Figure 1. Met1 routing.
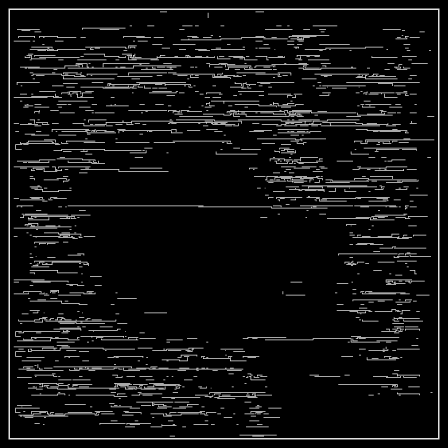
Figure 2. Signal wires on met2.
Bar = 20 um.
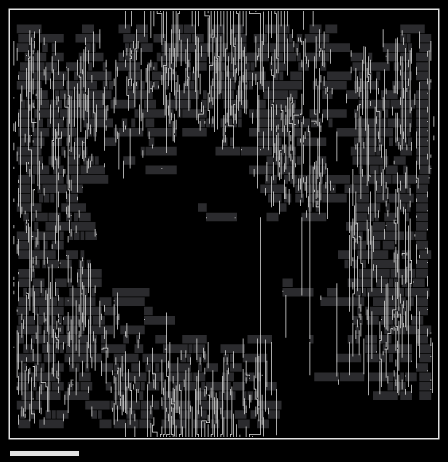
==> config.mk <==
export PLATFORM = sky130hd
export DESIGN_NAME = instruction_fetch
export DESIGN_NICKNAME = d
export VERILOG_FILES = /design/src/rtl/instruction_fetch.sv
export SDC_FILE = /design/constraint.sdc
export NUM_CORES = 1
export LEC_CHECK = 0
export CAP_MARGIN = 0
export CORE_MARGIN = 1.5
export CORE_UTILIZATION = 30
export CTS_BUF_LIST = sky130_fd_sc_hd__clkbuf_16
export CTS_CLUSTER_DIAMETER = 100
export DETAILED_ROUTE_END_ITERATION = 16
export PLACE_DENSITY = 0.75
export SLEW_MARGIN = 10
export SYNTH_ARGS = -nofsm -noshare
export SYNTH_HDL_FRONTEND = slang
export SYNTH_SLANG_ARGS = --single-unit
==> constraint.sdc <==
create_clock -name clock -period 5.05 [get_ports clock]
set_input_delay 1.515 -clock clock [delete_from_list [all_inputs] [get_ports clock]]
set_output_delay 1.515 -clock clock [all_outputs]
set_load 0.02 [all_outputs]
==> impl_metrics.toml <==
# synthesis and place-and-route metrics
[logic_synthesis]
ff_type = "dfxtp_1"
syn-num-nets = 649
async_flop_share_pct = 0
ys_warn_count = 0
top_cell_area_share_pct = 53.99
topCellsByArea = "dfxtp_1 54%, nand2_1 18%, a21oi_1 12%"
syn_area_per_cell_sq_um = 7.999
ys_area_sq_um = 4375
yosysTopAreaCell = "dfxtp_1"

[clocking]
cts_hold_buffers = 0
post_cts_buffers = 0
cts_buffers = 17
clock_latency_ns = 0.40
cts.path.max_buffers = 2
htree_levels = 4
clkSinkCount = 118

[setup_path]
worstPathRequired_ns = 3.54
cp-end-kind = "output pin"

[sta]
rsz0062_at_grt = "no"
final_hold_viol_count = 0
fin_skew_ns = 0.006070
slew_headroom_pct = 39.10
slew_viol_final = 0
max_clock_freq_mhz = 249.3
fin_tns_setup_ns = 0

[die]
rows = 43
fp_util_pct = 31.16
ioPinCount = 225

[layout]
utilization_pct = 51.14
fin_cells = 935
nets = 844

[drt]
dr.first_iter.drc_count = 220
drc = 0

[place]
placed_area_sq_um = 6593
post-place-ws_ns = 1.441

[global_routing]
grt_antenna_before_repair = 0
grt_use_total_pct = 16.15

[power]
p_leak_nw = 2.590

[worst_hold_path]
hold_class = "reg -> reg"

[outcome]
status = "completed"

[job]
warning_count = 26
-- Figure 1 (at the start) --
share of all routed wire	39%
longest straight run	39.1 um
main direction	horizontal
nets with wire on the layer	704
wire length on this layer	4870 um
met1 Use GR: 17.38%
routed via count: 4287

-- Figure 2 (at the start) --
wire length on this layer	5830 um
nets with wire on the layer	684
main direction	vertical
share of all routed wire	47%
longest straight run	62.7 um
Detailed Route WL: 12420 um
met2 Usage GRT: 26.59%

-- area by class of cell --
| cell class | count | area [sq um] | area share (%) |
|---|---|---|---|
| flip-flops and latches | 118 | 2362 | 32.89 |
| multi-input cells | 375 | 1724 | 24.01 |
| repair buffers | 229 | 2277 | 31.71 |
| clock buffers | 17 | 425.4 | 5.923 |
| well taps | 180 | 225.2 | 3.136 |
| clock inverters | 15 | 163.9 | 2.282 |
| inverters | 1 | 3.754 | 0.05226 |
-- layer usage --
layer / routed length [um] / GRT usage [%]
met4: 116 / 5.603
met1: 4870 / 17.38
met3: 1606 / 9.158
met5: 0 / 0
met2: 5828 / 26.59
-- logic make-up after synthesis --
group                    synth area share [%]
AND-OR/OR-AND                           13.81
flip-flops                              53.99
multiplexers                            2.316
buffers and inverters                   6.806
AND/OR/NAND/NOR                         22.79
adder cells (fa/ha/maj)                0.2859
-- critical path, cell delays in order, from the launching register on --
cell	delay, ns
dfxtp_1	0.35
nor3_2	0.76
mux2_2	0.42
clkdlybuf4s50_1	0.55
-- layout by cell type (no fill, tap or decap), types with 2 or more instances in the layout --
master           instances
clkinv_2                 3
nand2_1                214
buf_4                    6
a22oi_1                  2
clkinvlp_4               4
clkdlybuf4s50_1        223
a21oi_1                108
a211oi_1                 2
clkinv_4                 2
nand4_1                  2
nor2_1                  13
clkbuf_16               17
clkinv_1                 2
dfxtp_1                118
bufinv_16                3
nand3_1                  5
inv_1                    2
mux2_2                   9
-- power by group --
group	internal, mW	switching (mW)
logic	0.197	0.207
clock network	0.767	0.423
registers	0.982	0.0284
Power and IR drop assume default switching activity.
